### config.mk
export PLATFORM = sky130hd
export DESIGN_NAME = branch_resolve_flat
export DESIGN_NICKNAME = d
export VERILOG_FILES = /design/src/rtl/branch_resolve_if.sv /design/src/rtl/branch_resolve.sv /design/src/flat_wrapper.sv
export SDC_FILE = /design/constraint.sdc
export NUM_CORES = 1
export LEC_CHECK = 0
export CORE_ASPECT_RATIO = 2
export CORE_MARGIN = 2
export CORE_UTILIZATION = 40
export DETAILED_ROUTE_END_ITERATION = 7
export HOLD_SLACK_MARGIN = 0.12
export PLACE_DENSITY_LB_ADDON = 0.15
export SLEW_MARGIN = 15
export SYNTH_ARGS = -nofsm -noshare
export SYNTH_HDL_FRONTEND = slang
export SYNTH_SLANG_ARGS = --single-unit
### constraint.sdc
create_clock -name clk -period 1.8 [get_ports clk]
set_input_delay 0.27 -clock clk [delete_from_list [all_inputs] [get_ports clk]]
set_output_delay 0.27 -clock clk [all_outputs]
set_load 0.01 [all_outputs]
### src/rtl/branch_resolve_if.sv
// Execute-stage branch resolution bus: comparator flags, branch op and PC in;
// decision, redirect, flush window and branch statistics out.
`timescale 1ns/1ps
interface branch_resolve_if #(
  parameter int unsigned AW = 16
);
  logic          stall;
  logic          in_valid;
  logic [2:0]    br_op;
  logic          gt;
  logic          lt;
  logic          eq;
  logic [AW-1:0] pc;
  logic [AW-1:0] offset;
  logic          out_valid;
  logic          taken;
  logic [AW-1:0] target;
  logic          redirect;
  logic          flush;
  logic          flag_err;
  logic [15:0]   br_count;
  logic [15:0]   taken_count;

  modport master (
    output stall, in_valid, br_op, gt, lt, eq, pc, offset,
    input  out_valid, taken, target, redirect, flush, flag_err, br_count, taken_count
  );

  modport slave (
    input  stall, in_valid, br_op, gt, lt, eq, pc, offset,
    output out_valid, taken, target, redirect, flush, flag_err, br_count, taken_count
  );
endinterface

### src/rtl/branch_resolve.sv
// Branch resolution stage: turns comparator flags plus branch op into a taken
// decision, fetch redirect pulse, wrong-path squash window and branch statistics.
`timescale 1ns/1ps
module branch_resolve #(
  parameter int unsigned AW          = 16,
  parameter int unsigned FLUSH_DEPTH = 2
) (
  input logic             clk,
  input logic             rst_n,
  branch_resolve_if.slave bus
);
  localparam int unsigned FW = 3;
  localparam int unsigned CW = 16;
  localparam logic [CW-1:0] CNT_MAX = {CW{1'b1}};

  typedef enum logic [2:0] {
    OP_NONE = 3'b000,
    OP_BEQ  = 3'b001,
    OP_BNE  = 3'b010,
    OP_BLT  = 3'b011,
    OP_BGE  = 3'b100,
    OP_BGT  = 3'b101,
    OP_BLE  = 3'b110,
    OP_JMP  = 3'b111
  } br_op_e;

  logic [FW-1:0] fcnt;
  logic          acc_c;
  logic          legal_c;
  logic          is_cond_c;
  logic          hit_c;
  logic          decision_c;

  // Branch decision; conditional ops only trust one-hot comparator flags
  always_comb begin
    legal_c   = 1'b0;
    is_cond_c = 1'b1;
    hit_c     = 1'b0;
    case ({bus.gt, bus.lt, bus.eq})
      3'b100, 3'b010, 3'b001: legal_c = 1'b1;
      default:                legal_c = 1'b0;
    endcase
    case (bus.br_op)
      OP_BEQ:  hit_c = bus.eq;
      OP_BNE:  hit_c = ~bus.eq;
      OP_BLT:  hit_c = bus.lt;
      OP_BGE:  hit_c = bus.gt | bus.eq;
      OP_BGT:  hit_c = bus.gt;
      OP_BLE:  hit_c = bus.lt | bus.eq;
      default: is_cond_c = 1'b0;
    endcase
    decision_c = (bus.br_op == OP_JMP) | (is_cond_c & legal_c & hit_c);
  end

  assign acc_c     = ~bus.stall & bus.in_valid & (fcnt == '0);
  assign bus.flush = (fcnt != '0);

  // Stage registers, squash window and saturating statistics
  always_ff @(posedge clk or negedge rst_n) begin
    if (!rst_n) begin
      bus.out_valid   <= 1'b0;
      bus.taken       <= 1'b0;
      bus.target      <= '0;
      bus.redirect    <= 1'b0;
      bus.flag_err    <= 1'b0;
      bus.br_count    <= '0;
      bus.taken_count <= '0;
      fcnt            <= '0;
    end else begin
      bus.redirect <= 1'b0;
      if (!bus.stall) begin
        if (acc_c) begin
          bus.out_valid <= 1'b1;
          bus.taken     <= decision_c;
          bus.target    <= bus.pc + bus.offset;
          if (bus.br_op != OP_NONE && bus.br_count != CNT_MAX) begin
            bus.br_count <= bus.br_count + CW'(1);
          end
          if (decision_c && bus.taken_count != CNT_MAX) begin
            bus.taken_count <= bus.taken_count + CW'(1);
          end
          if (is_cond_c && !legal_c) begin
            bus.flag_err <= 1'b1;
          end
          if (decision_c) begin
            bus.redirect <= 1'b1;
            fcnt         <= FW'(FLUSH_DEPTH);
          end
        end else begin
          bus.out_valid <= 1'b0;
          bus.taken     <= 1'b0;
          // an instruction arriving inside the window is squashed and uses up a slot
          if (bus.in_valid && fcnt != '0) begin
            fcnt <= fcnt - FW'(1);
          end
        end
      end
    end
  end
endmodule

### src/flat_wrapper.sv
// flat-port wrapper written by rule: the top's interface ports become plain ports
module branch_resolve_flat 
#(
  parameter int unsigned AW          = 16,
  parameter int unsigned FLUSH_DEPTH = 2
)
  (clk, rst_n, bus_stall, bus_in_valid, bus_br_op, bus_gt, bus_lt, bus_eq, bus_pc, bus_offset, bus_out_valid, bus_taken, bus_target, bus_redirect, bus_flush, bus_flag_err, bus_br_count, bus_taken_count);
  branch_resolve_if #(.AW(AW)) bus_i ();
  input logic clk;
  input logic rst_n;
  input wire logic [$bits(bus_i.stall)-1:0] bus_stall;
  input wire logic [$bits(bus_i.in_valid)-1:0] bus_in_valid;
  input wire logic [$bits(bus_i.br_op)-1:0] bus_br_op;
  input wire logic [$bits(bus_i.gt)-1:0] bus_gt;
  input wire logic [$bits(bus_i.lt)-1:0] bus_lt;
  input wire logic [$bits(bus_i.eq)-1:0] bus_eq;
  input wire logic [$bits(bus_i.pc)-1:0] bus_pc;
  input wire logic [$bits(bus_i.offset)-1:0] bus_offset;
  output wire logic [$bits(bus_i.out_valid)-1:0] bus_out_valid;
  output wire logic [$bits(bus_i.taken)-1:0] bus_taken;
  output wire logic [$bits(bus_i.target)-1:0] bus_target;
  output wire logic [$bits(bus_i.redirect)-1:0] bus_redirect;
  output wire logic [$bits(bus_i.flush)-1:0] bus_flush;
  output wire logic [$bits(bus_i.flag_err)-1:0] bus_flag_err;
  output wire logic [$bits(bus_i.br_count)-1:0] bus_br_count;
  output wire logic [$bits(bus_i.taken_count)-1:0] bus_taken_count;
  assign bus_i.stall = bus_stall;
  assign bus_i.in_valid = bus_in_valid;
  assign bus_i.br_op = bus_br_op;
  assign bus_i.gt = bus_gt;
  assign bus_i.lt = bus_lt;
  assign bus_i.eq = bus_eq;
  assign bus_i.pc = bus_pc;
  assign bus_i.offset = bus_offset;
  assign bus_out_valid = bus_i.out_valid;
  assign bus_taken = bus_i.taken;
  assign bus_target = bus_i.target;
  assign bus_redirect = bus_i.redirect;
  assign bus_flush = bus_i.flush;
  assign bus_flag_err = bus_i.flag_err;
  assign bus_br_count = bus_i.br_count;
  assign bus_taken_count = bus_i.taken_count;
  branch_resolve #(.AW(AW), .FLUSH_DEPTH(FLUSH_DEPTH)) u_core (.clk(clk), .rst_n(rst_n), .bus(bus_i));
endmodule
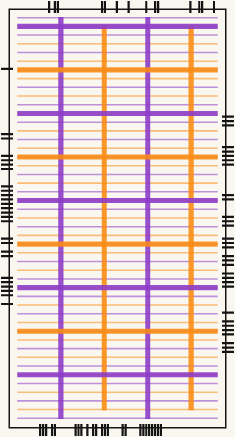
Figure 1: power grid.
Pins as bars on the die edge.
Purple is VSS. Orange is VDD.
4 straps on met4. The core has 46 rows.
Core Area: 7830 sq um
Max IR drop VDD: 0.735 mV

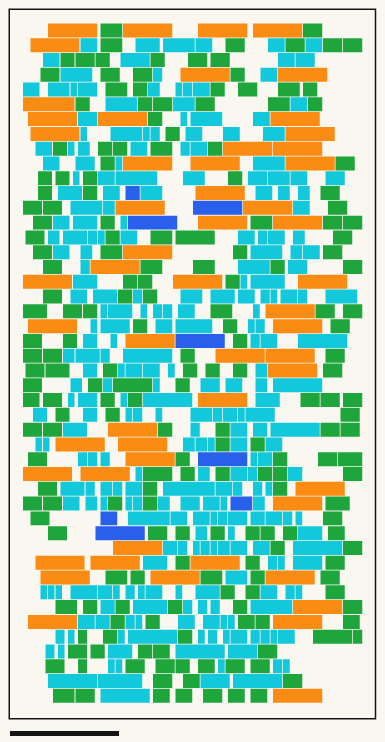
Figure 2: placed cells, one colour a class.
Bar = 20 microns.
Blue is clock drivers and dummy loads, cells 8. Cyan is all other logic, cells 270. Green is other buffers and delay cells, cells 199. Orange is flip-flops, cells 55.
FP Rows: 46
post-layout util: 73.7%
fin area: 5770 sq um
fraction of area in registers: 23.9%

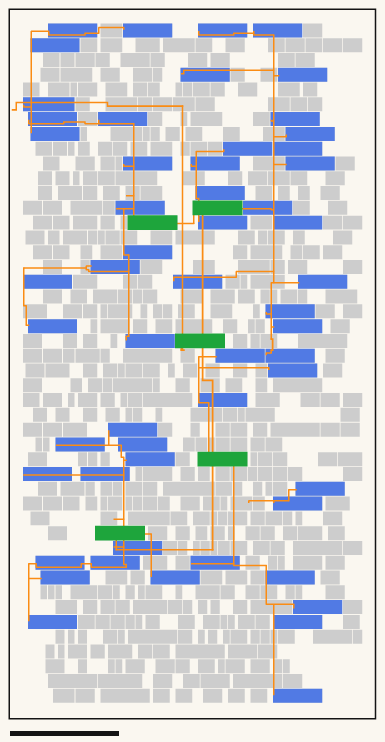
Figure 3: clock network drawn from the DEF.
Bar = 20 microns.
Green is cells driving clock nets, count 5. Blue is flip-flops, count 55. Orange is clock wires, length 720 microns.
Position of the flops: all over the die. There are 6 routed clock nets.
clock skew: 0.00790 ns
Clk network pwr share: 20.5%
Clock Latency Late Sink: 0.30 ns

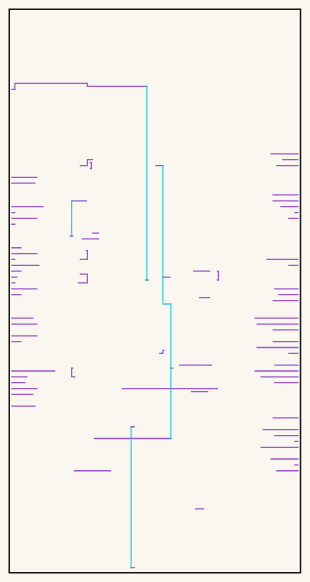
Figure 4: wiring by layer.
Two of the layers only.
Cyan is met4, wire length 151 microns. Purple is met3, wire length 408 microns.
GRT Overall Usage: 21.3%
final wirelength: 9380 microns
Avg WL per Cell: 14.9 microns
vias: 3222

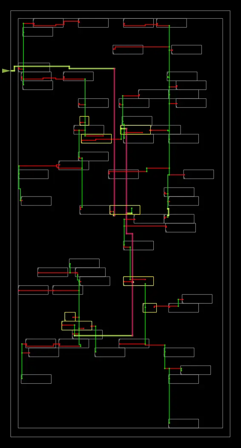
Figure 5: clock wiring as the flow saved it.
Sink Count: 55
Seq Cell Count: 55
Clock net power: 1020 uW

[kinds of logic after synthesis]
kind of cell             share of synthesized area (%)
AND/OR/NAND/NOR                                   20.9
AND-OR/OR-AND                                     14.1
flip-flops                                        43.2
XOR/XNOR                                          10.4
buffers and inverters                             2.59
adder cells (fa/ha/maj)                           8.09
multiplexers                                     0.707
[per-stage QoR]
stage                     hold WS, ns  power (uW)  utilization, %  setup TNS, ns  setup WS (ns)
after floorplan               -0.0256        2580               -          -1.10         -0.138
after global placement          0.292        3590            62.9         -12.99         -0.688
after detailed placement        0.290        3670            62.9         -16.35         -0.791
after CTS                       0.417        4830            70.1          -3.19         -0.193
after global routing            0.305        5300            73.7          -7.39         -0.315
final                           0.279        5000            73.7          -4.19         -0.223
[power breakdown]
group	internal, uW	total [uW]	switching, uW
Sequential	1520	1730	206
Combinational	1310	2250	941
Clock	532	1020	492
Total	3360	5000	1640
[per-layer routing]
metal | up-vias | part of all wire, %
met2 | 98 | 52
met1 | 1522 | 42
li1 | 1592 | -
met3 | 10 | 4.3
met5 | - | 0
met4 | 0 | 1.6
[cells in the mapped netlist, types with 2 or more instances]
cell and instances:
a211o_1 2, a211oi_1 4, a21o_1 4, a21oi_1 10, a22o_1 2, a31o_2 2
a31oi_1 4, and2_1 2, and3_1 4, and4_1 4, and4bb_2 2, clkbuf_1 4
dfrtp_1 55, ha_1 19, inv_1 14, nand2_1 35, nand3_1 19, nand3b_1 2
nand4_1 6, nor2_1 21, nor2b_1 4, nor3_1 11, nor3b_1 3, nor4_1 3
o211ai_1 2, o21a_1 2, o21ai_0 25, o31a_1 2, o31ai_1 2, or3_1 3
xnor2_1 18, xor2_1 20
==> CHANGELOG.md <==
### Changed

* Crit share post-route at 112%
* Status: complete, but fails checks
* Headroom to the max-slew limit at 64.9%
* Pleak at between 0.002 and 0.003 uW
* Final min period at roughly 2.0 ns
* Final slew viol count at 0
* First-pass GRT wire length at approximately 15000 microns
* Layout cells sized above 1 at a little under two fifths
* Startpoint Class: input pin
* FF+latch area at 1380 sq um
* Area-dominant class: multi-input combinational cells
* Clock buf count at 5
* Top cells by area: dfrtp_1, ha_1, xor2_1
* Synth Instances at between 300 and 400
* Worst setup path class: input pin to flip-flop
* Worst setup path start: bus_br_op[1]
* Tap Count at about 96
* Floorplan core density at a little over 40%
* Routing usage on met3 at 2.50%
* CTS tree: done
* Fin cells at 628
* Ports at about 95
* Yosys cell count at 330
* Crit path max fanout at 6
* Worst-margin pin slew at roughly 0.52 ns
* CTS H-tree lvls at 2
* Terminus of the critical flop-to-flop path: u_core.bus.taken_count[1]
* Post-CTS Setup Repair Bufs at 21
* ClkCell Share at 2.64%
* Ant. Diodes at 0
* Reg-to-reg slack, setup at -0.22 ns
* CP endpoint: u_core.bus.taken_count[1]
* Max incr delay on CP at 0.61 ns
* Initial antenna violation count at 0
* DRC errors left at 0
* Area leader share at 43.2%
* Final Hold Viols at 0
* MI comb cells at 256
* Setup ws final at -0.223 ns
* Nonclk buf count at 199
* Cell count along the critical path at 7
* Worst path cell trace: clkdlybuf4s50_1, and4bb_2, o211ai_1, o211ai_2, buf_4, o21ai_4, mux2_4
* Delay-heaviest family, CP: buffers and inverters
* Bufs on Longest Clock Path at 2
* Worst Hold Class: input pin to flip-flop
* CP Buf/Inv Count at 2
* Crit path DAT at 2.21 ns
* Die height at between 100 and 150 microns
* Most numerous logic cell after layout: buf_4
* Critical R2R Launch: u_core.fcnt[0]
* PortBufs at 94
* DR pass1 iterations at 4
* # setup viols final at 36
* CTS clk-pin slew, worst paths at roughly 0.08 ns
* Dpl cell area at 4920 sq um
* Syn. warnings at 0
* DR vias/cell at 5.13
* Number of non-clock inverters at 14
* Grt ovf at 0
* Post-synth top area cell: dfrtp_1
* WHS Path Cells at 4
* DR iter-0 viols at 143
* Synthesis area per yosys at 3190 sq um
* Gr busiest metal: met2
* Mapped Area at 3190 sq um
* Gpl congestion at 0.872
* Count of cell types in the netlist at ~52
* Inserted Clock Buffers at 5
* Vias in the first global route at 3206
* Comb area share at 39.1%
* Power Density at between 800 and 900 nW/um^2
* CP Capture Type: flip-flop
* DP Wirelength at 6390 microns
* Max cap viols at 0
* EDFF count, synth at 0
* Biggest registers after layout: u_core.bus.br_count (16), u_core.bus.taken_count (16), u_core.bus.target (16)
* RSZ-0062 raised after global routing: true
* Die ar. at about 9000 sq um
* Mapped Avg Cell Area at roughly 9.7 sq um
* Nets at Floorplan at 392
* Die Wd at around 67 microns
* Post-layout nets at 593
* Final ANT Viol Nets at 0
* Cell count after placement at 588
* Largest net degree at the start of global routing at 56
* R2R depth at 9
* Hold buffers post-CTS at 1
* Post-synthesis sequential area ratio at 43.2%
* Crit-path slowest cell: clkdlybuf4s50_1
* WHS Endpoint: u_core.bus.target[0]
* Logic area at roughly 2300 sq um
* Top cells excl fill/tap: buf_4, clkdlybuf4s50_1, dfrtp_1
* Area growth from synthesis to layout at 81.1%
* Non-clk buf share at 31.4%
* Post-CTS Resized at 79
* Failing checks: negative setup slack
* Worst Hold Launch: bus_offset[0]
* Critical Path RT at a little under 2 ns
* Log Warnings at 29
* Dominant register cell: dfrtp_1
* Global routing usage on met2 at 37.0%
* Asr flop ratio synth at 100%
* Filler instances at 592
* GRT met1 Usage at a little over a quarter
* Clk root buf: clkbuf_16
* F_max at 494 MHz
* Yosys reg bits at 55
Power is estimated from default activity; no workload was simulated.
